==> src/rtl/color_wheel_pkg.sv <==
// Shared types for the RGB hue-wheel sequencer: FSM states, wheel segments
// and the per-segment ramp lookup.
package color_wheel_pkg;

  typedef enum logic [1:0] {
    IDLE  = 2'd0,
    RUN   = 2'd1,
    PAUSE = 2'd2
  } state_t;

  typedef enum logic [2:0] {
    S0 = 3'd0,
    S1 = 3'd1,
    S2 = 3'd2,
    S3 = 3'd3,
    S4 = 3'd4,
    S5 = 3'd5
  } segment_t;

  typedef enum logic [1:0] {
    RAMP_NONE = 2'd0,
    RAMP_UP   = 2'd1,
    RAMP_DOWN = 2'd2
  } ramp_t;

  typedef struct packed {
    ramp_t r;
    ramp_t g;
    ramp_t b;
  } ramp_action_t;

  // Exactly one channel moves per segment; the other two hold at 0 or full.
  function automatic ramp_action_t segment_action(input segment_t seg);
    ramp_action_t act;
    act = '{r: RAMP_NONE, g: RAMP_NONE, b: RAMP_NONE};
    case (seg)
      S0:      act.g = RAMP_UP;
      S1:      act.r = RAMP_DOWN;
      S2:      act.b = RAMP_UP;
      S3:      act.g = RAMP_DOWN;
      S4:      act.r = RAMP_UP;
      S5:      act.b = RAMP_DOWN;
      default: act = '{r: RAMP_NONE, g: RAMP_NONE, b: RAMP_NONE};
    endcase
    return act;
  endfunction

  function automatic segment_t next_segment(input segment_t seg);
    return (seg == S5) ? S0 : segment_t'(seg + 3'd1);
  endfunction

endpackage

==> src/rtl/pwm_channel.sv <==
// One LED pin: registered compare of the shared PWM counter against a duty,
// gated off while the sequencer is idle.
module pwm_channel
  import color_wheel_pkg::*;
#(
  parameter int DUTY_W = 11
) (
  input  logic              clk,
  input  logic              rst,
  input  logic [DUTY_W-1:0] pwm_count,
  input  logic [DUTY_W-1:0] duty,
  input  logic              en,
  output logic              pwm
);

  always_ff @(posedge clk or posedge rst) begin
    if (rst) begin
      pwm <= 1'b0;
    end else begin
      pwm <= en && (pwm_count < duty);
    end
  end

endmodule

==> src/rtl/color_wheel_sequencer.sv <==
// Steps the RGB duties around a six-segment hue wheel under enable/pause
// control and drives the three LED PWM pins.
//
// state | meaning
// IDLE  | wheel parked at the reset hue, prescaler cleared, pins low
// RUN   | prescaler counting, one fade step applied per tick
// PAUSE | prescaler and duties frozen, pins still driven from held duties
module color_wheel_sequencer
  import color_wheel_pkg::*;
#(
  parameter  int STEP_INTERVAL = 12000,
  parameter  int STEP_MAX      = 166,
  parameter  int PWM_INTERVAL  = 1200,
  parameter  int STEP_SIZE     = PWM_INTERVAL / STEP_MAX,
  localparam int FULL          = STEP_MAX * STEP_SIZE,
  localparam int DUTY_W        = $clog2(PWM_INTERVAL + 1)
) (
  input  logic              clk,
  input  logic              rst,
  input  logic              enable,
  input  logic              pause,
  output logic [DUTY_W-1:0] duty_r,
  output logic [DUTY_W-1:0] duty_g,
  output logic [DUTY_W-1:0] duty_b,
  output logic              pwm_r,
  output logic              pwm_g,
  output logic              pwm_b,
  output logic [2:0]        segment,
  output logic              step_tick
);

  localparam int PRE_W  = (STEP_INTERVAL > 1) ? $clog2(STEP_INTERVAL) : 1;
  localparam int STEP_W = (STEP_MAX > 1) ? $clog2(STEP_MAX) : 1;

  localparam logic [PRE_W-1:0]  PRE_LAST  = PRE_W'(STEP_INTERVAL - 1);
  localparam logic [STEP_W-1:0] STEP_LAST = STEP_W'(STEP_MAX - 1);
  localparam logic [DUTY_W-1:0] PWM_LAST  = DUTY_W'(PWM_INTERVAL - 1);
  localparam logic [DUTY_W-1:0] DUTY_FULL = DUTY_W'(FULL);
  localparam logic [DUTY_W-1:0] DUTY_STEP = DUTY_W'(STEP_SIZE);

  state_t              state_q, state_nxt;
  logic [PRE_W-1:0]    pre_q, pre_nxt;
  logic [STEP_W-1:0]   step_q, step_nxt;
  segment_t            seg_q, seg_nxt;
  logic [DUTY_W-1:0]   duty_r_q, duty_r_nxt;
  logic [DUTY_W-1:0]   duty_g_q, duty_g_nxt;
  logic [DUTY_W-1:0]   duty_b_q, duty_b_nxt;
  logic [DUTY_W-1:0]   pwm_cnt_q, pwm_cnt_nxt;
  logic                tick_q, tick_nxt;
  logic                step_fire;
  logic                going_idle;
  ramp_action_t        act;

  // Saturating ramp; FULL is a whole number of steps so segment ends land exactly.
  function automatic logic [DUTY_W-1:0] ramp(input logic [DUTY_W-1:0] duty,
                                             input ramp_t dir);
    logic [DUTY_W-1:0] res;
    res = duty;
    case (dir)
      RAMP_UP:   res = (duty >= DUTY_FULL - DUTY_STEP) ? DUTY_FULL : duty + DUTY_STEP;
      RAMP_DOWN: res = (duty <= DUTY_STEP) ? '0 : duty - DUTY_STEP;
      default:   res = duty;
    endcase
    return res;
  endfunction

  always_ff @(posedge clk or posedge rst) begin
    if (rst) begin
      state_q <= IDLE;
    end else begin
      state_q <= state_nxt;
    end
  end

  always_comb begin
    state_nxt = state_q;
    case (state_q)
      IDLE: begin
        if (enable) state_nxt = RUN;
      end
      RUN: begin
        if (!enable)    state_nxt = IDLE;
        else if (pause) state_nxt = PAUSE;
      end
      PAUSE: begin
        if (!enable)     state_nxt = IDLE;
        else if (!pause) state_nxt = RUN;
      end
      default: state_nxt = IDLE;
    endcase
  end

  // A tick seen in RUN is applied even if pause rises in the same cycle;
  // only dropping enable discards it.
  assign step_fire  = (state_q == RUN) && (pre_q == PRE_LAST);
  assign going_idle = (state_nxt == IDLE);

  always_comb begin
    act        = segment_action(seg_q);
    pre_nxt    = pre_q;
    step_nxt   = step_q;
    seg_nxt    = seg_q;
    duty_r_nxt = duty_r_q;
    duty_g_nxt = duty_g_q;
    duty_b_nxt = duty_b_q;
    tick_nxt   = 1'b0;
    if (going_idle) begin
      pre_nxt    = '0;
      step_nxt   = '0;
      seg_nxt    = S0;
      duty_r_nxt = DUTY_FULL;
      duty_g_nxt = '0;
      duty_b_nxt = '0;
    end else if (state_q == RUN) begin
      if (step_fire) begin
        pre_nxt    = '0;
        tick_nxt   = 1'b1;
        duty_r_nxt = ramp(duty_r_q, act.r);
        duty_g_nxt = ramp(duty_g_q, act.g);
        duty_b_nxt = ramp(duty_b_q, act.b);
        if (step_q == STEP_LAST) begin
          step_nxt = '0;
          seg_nxt  = next_segment(seg_q);
        end else begin
          step_nxt = step_q + 1'b1;
        end
      end else begin
        pre_nxt = pre_q + 1'b1;
      end
    end
  end

  assign pwm_cnt_nxt = (pwm_cnt_q == PWM_LAST) ? '0 : pwm_cnt_q + 1'b1;

  always_ff @(posedge clk or posedge rst) begin
    if (rst) begin
      pre_q     <= '0;
      step_q    <= '0;
      seg_q     <= S0;
      duty_r_q  <= DUTY_FULL;
      duty_g_q  <= '0;
      duty_b_q  <= '0;
      pwm_cnt_q <= '0;
      tick_q    <= 1'b0;
    end else begin
      pre_q     <= pre_nxt;
      step_q    <= step_nxt;
      seg_q     <= seg_nxt;
      duty_r_q  <= duty_r_nxt;
      duty_g_q  <= duty_g_nxt;
      duty_b_q  <= duty_b_nxt;
      pwm_cnt_q <= pwm_cnt_nxt;
      tick_q    <= tick_nxt;
    end
  end

  pwm_channel #(.DUTY_W(DUTY_W)) u_pwm_r (
    .clk       (clk),
    .rst       (rst),
    .pwm_count (pwm_cnt_q),
    .duty      (duty_r_q),
    .en        (!going_idle),
    .pwm       (pwm_r)
  );

  pwm_channel #(.DUTY_W(DUTY_W)) u_pwm_g (
    .clk       (clk),
    .rst       (rst),
    .pwm_count (pwm_cnt_q),
    .duty      (duty_g_q),
    .en        (!going_idle),
    .pwm       (pwm_g)
  );

  pwm_channel #(.DUTY_W(DUTY_W)) u_pwm_b (
    .clk       (clk),
    .rst       (rst),
    .pwm_count (pwm_cnt_q),
    .duty      (duty_b_q),
    .en        (!going_idle),
    .pwm       (pwm_b)
  );

  assign duty_r    = duty_r_q;
  assign duty_g    = duty_g_q;
  assign duty_b    = duty_b_q;
  assign segment   = seg_q;
  assign step_tick = tick_q;

endmodule

==> config.mk <==
export PLATFORM = sky130hd
export DESIGN_NAME = color_wheel_sequencer
export DESIGN_NICKNAME = d
export VERILOG_FILES = /design/src/rtl/color_wheel_pkg.sv /design/src/rtl/pwm_channel.sv /design/src/rtl/color_wheel_sequencer.sv
export SDC_FILE = /design/constraint.sdc
export NUM_CORES = 1
export LEC_CHECK = 0
export CAP_MARGIN = 20
export CORE_AREA = 10 10 103 151
export CTS_CLUSTER_DIAMETER = 150
export CTS_CLUSTER_SIZE = 24
export DETAILED_ROUTE_END_ITERATION = 12
export DIE_AREA = 0 0 113 161
export PLACE_DENSITY = 0.6
export SETUP_SLACK_MARGIN = 0.2
export SYNTH_ARGS = -nofsm -noshare
export SYNTH_HDL_FRONTEND = slang
export SYNTH_HIERARCHICAL = 1
export SYNTH_SLANG_ARGS = --single-unit
==> constraint.sdc <==
create_clock -name clk -period 2.8 [get_ports clk]
set_input_delay 0.28 -clock clk [delete_from_list [all_inputs] [get_ports clk]]
set_output_delay 0.28 -clock clk [all_outputs]
set_load 0.1 [all_outputs]
Figure 1. Cells colored by class.
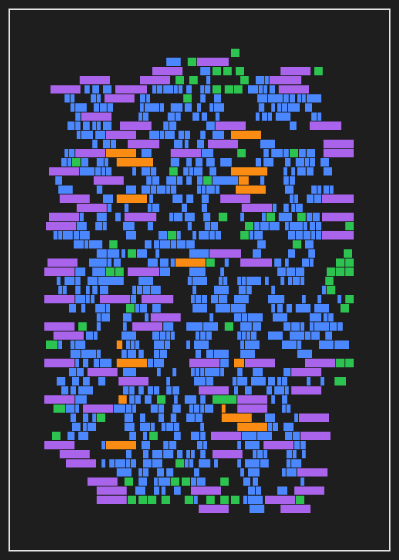
clock drivers and dummy loads: marked orange, cells 16. combinational and other logic: marked blue, cells 584. sequential cells: marked purple, cells 75. remaining buffers and delay cells: marked green, cells 68.

==> run notes <==
The synthesized netlist handed to floorplanning was reported with a cell count of 691. In the final layout, the share of cells above drive strength 1 is 15.3%. Registers take 1890 um2. Per the finish-stage timing summary, setup violations number 0. Yosys mapped the design onto 74 distinct sky130hd cell types. After synthesis, the design contains 691 cells according to Yosys.

The fraction of registers with async set or reset after synthesis came out at 100%. The first global-routing pass estimated 27700 um of wire. The script parses the final routing iteration and logs DRC violations as 0. With the number of global-route vias before repair at 5446, the post-route clock skew is 0.00598 ns. Per the post-synthesis stats, the area per cell is 8.24 um2. Looking at the clock tree report, the maximum root-to-sink buffer count equals 2. The signal on the critical path passes through ha_1, nand4_2, nor3_2, nand3_1, or3_4, or3_1, o211ai_2. The post-synth count of flops with an enable pin is 0. The final report gives the core utilization as 51.6%. For the layout net count, the log shows 783. In this run the maximum-capacitance check reported violations numbering 0. The final layout report lists a filler cell count of 1211. The tools report the total number of multi-input combinational cells as 537.

The top cell types in the final layout, fill and taps aside, are 71 x nand2_1, 64 x nor2_1, 64 x buf_4. The CTS report gives the tree buffer count as 9. The maximum clock rate came out at 416 MHz. In this run the static leakage power is 2.96 nW.

The critical path data required time was 3.06 ns. In the log, the iteration count for the first detailed-route pass is 5. The largest individual stage delay along the critical path comes from the cell or3_4. During tapcell insertion the tool placed 159 well taps.

The final weighted congestion in routability-driven placement was 0.917; the total number of clock tree sinks was 75. For the core area, the log shows 12800 um2. The run gives 44.4% for the initial core utilization. The ratio of routed vias to standard cells works out to 5.93.

Endpoint type of the worst setup path: a flip-flop. Summed over all routing layers, the global router reports a total usage of 18.3%. Measured along the y axis, the die boundary spans 161 um.

The count of nets left with antenna violations once routing finished came out at 0. The cell at the root of the clock tree is clkbuf_16. Count of inserted antenna diode cells: 0. According to the floorplan log, the row count is 51. The largest vdd supply drop came out at 318 uV. The transition time recorded at the tightest slew-check pin is 0.878 ns. The peak per-stage delay on the critical path was 0.51 ns; the pin count of the biggest net entering global routing was 30.

The H-tree was split into 3 levels. The worst path in the final design needs a cycle of 2.40 ns, including I/O delays and setup. The tools report the number of antenna violations at the first check in global routing as 0. In the final design, more cell area goes to multi-input combinational cells than to any other class. The final timing report lists a hold violation count of 0. The flip-flop and latch share of the layout cell area works out to 28.6%. The clock buffer count in the final layout is 10, and the die width is 113 um. During placement, the flow inserted port buffers numbering 43. The share of the Yosys chip area taken by registers is 33.1%. The run gives 41.5% for the worst relative slew slack. During I/O placement, the number of pins put on the boundary was 44.

Non-clock buffering takes up 8.01% of total cell area after layout. With the residual overflow from global routing at 0, the non-clock inverter count in the final layout is 47. Non-clock buffers in the final layout number 68. The count of synthesis-stage warnings from yosys is 6.

After layout, the worst path uses 85.8% of the clock period. The tools report the number of vias after detailed routing as 5351. Leaving out fill and tap cells, the most frequent cell in the layout is nand2_1. For the initial detailed-routing violation count, the log shows 299. The critical path startpoint category was a flip-flop.

The design has 75 sequential cells. The final max-slew violation count recorded for this run is 0. After layout the clock buffers and inverters come to 4.82% of cell area.

OpenROAD emitted warnings numbering 31. The chip area line in the Yosys stat output reads 5690 um2. As reported, the later end of the worst-skew pair has a clock insertion delay of 0.34 ns. Kind of critical path: reg -> reg.

The logs give 2.67 ns for the endpoint arrival time on the critical path and 12500 um for the half-perimeter wire length after placement. After routing, the total negative slack on setup checks comes to 0 ns. The run finished with clean final reports. Setup repair after global routing left no endpoint under its margin. The run gives 18200 um2 for the chip area. Class of the most critical hold timing path: in -> async. Of the total standard cell area in the layout, the multi-input combinational portion is 52.9%. With the net count after synthesis at 736, the routed wire length is 16400 um. Relative to the synthesized area, the layout overhead comes to 16.4%. The areal power density over the cells works out to 411 nW/um2. Per the layout area report, the combinational gate area comes to 3500 um2. Clock-pin transition on the worst setup and hold timing paths: 0.06 ns. Predominant post-synthesis flop cell: dfrtp_1. Once synthesis finished, the tally of register bits stood at 75.

In this run the worst path has a maximum fanout of 8. The run gives 5690 um2 for the post-synthesis cell area. TritonCTS built the clock tree.
Figure 2. Congestion heat map.
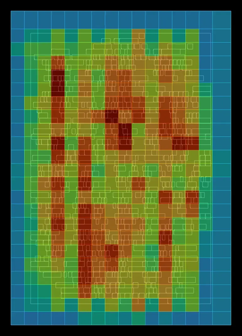
global-route layer with the greatest usage: met2
WL per Instance: 18.2 um

cell families (layout without fill, tap and decap cells):
family	Yosys count	in the layout	share of synthesized area [%]
buffers and inverters	79	131	5.54
muxes	9	9	1.58
and+or+nand+nor	303	303	28.5
adders and majority gates	41	41	9.01
AOI/OAI and AO/OA	163	163	19.1
xor gates and xnor gates	21	21	3.23
DFF	75	75	33.1
final timing paths:
check	start	endpoint	slack (ns)	depth (start not counted)
max	pre_q[0]$_DFFE_PP0P_	duty_b[2]$_DFFE_PP0P_	0.40	7
min	rst	u_pwm_g/pwm$_DFF_PP0_	0.20	2
max reg2reg	pre_q[0]$_DFFE_PP0P_	duty_b[2]$_DFFE_PP0P_	0.40	7
min reg2reg	step_q[7]$_DFFE_PP0P_	step_q[7]$_DFFE_PP0P_	0.50	1
max in group asynchronous	rst	duty_r[3]$_DFFE_PP1P_	1.61	3
min in group clk	step_q[7]$_DFFE_PP0P_	step_q[7]$_DFFE_PP0P_	0.50	1
sequential cells by signal, indices dropped and copies added, names as in the netlist:
| signal | count |
|---|---|
| pre_q | 14 |
| duty_g | 11 |
| u_pwm_b/pwm | 1 |
| segment | 3 |
| step_tick | 1 |
| step_q | 8 |
| duty_b | 11 |
| u_pwm_g/pwm | 1 |
| u_pwm_r/pwm | 1 |
| pwm_cnt_q | 11 |
| state_q | 2 |
| duty_r | 11 |
synthesized netlist by cell type (all sizes together) (13+ instances only):
cell type	number	share of area, %
a21oi	37	3.3
and3	15	1.7
clkbuf	25	1.6
dfrtp	71	31
ha	41	9.0
inv	47	3.1
nand2	71	4.7
nand3	30	2.6
nand4	17	2.0
nor2	64	4.2
nor2b	13	1.8
nor3	28	2.5
nor4	14	2.1
o21ai	44	3.9
o31ai	13	1.7
xor2	14	2.2
where the power goes:
group	internal (mW)	switching, mW
clock network	0.782	0.476
logic	0.104	0.235
registers	1.10	0.0280
per-stage QoR:
step | std cells | area [um2] | worst slack [ns] | hold slack (ns) | total power, mW
6_report | 902 | 6620 | 0.398 | 0.199 | 2.72
5_1_grt | 902 | 6620 | 0.235 | 0.225 | 2.83
3_5_place_dp | 886 | 6290 | 0.227 | 0.487 | 1.48
2_1_floorplan | 691 | 5700 | 0.175 | 0.00871 | 1.38
4_1_cts | 902 | 6610 | 0.206 | 0.200 | 2.75
3_3_place_gp | 886 | 6290 | 0.264 | 0.480 | 1.48
critical path, delay by kind of cell, from the launching register on:
family,cells,cell delay (ns)
simple gates,5,1.62
fa+ha+maj,1,0.23
compound gates,1,0.08
flops,1,0.40
layer usage:
| layer | part of all wire [%] | vias to the layer above | GRT usage, % | wire [um] |
|---|---|---|---|---|
| met5 | 0 | - | 0 | 0 |
| met4 | 2.5 | 0 | 7.75 | 417 |
| met3 | 4.1 | 30 | 3.52 | 675 |
| met2 | 53 | 117 | 33.0 | 8660 |
| met1 | 40 | 2602 | 20.1 | 6630 |
| li1 | - | 2602 | - | - |
repair_timing:
| item | in CTS | in global routing |
|---|---|---|
| setup endpoints to repair | 0 | 6 |
| buffers inserted | 0 | 0 |
| gates resized | 0 | 2 |
| hold buffers | 0 | 0 |
Power is estimated from default activity; no workload was simulated.
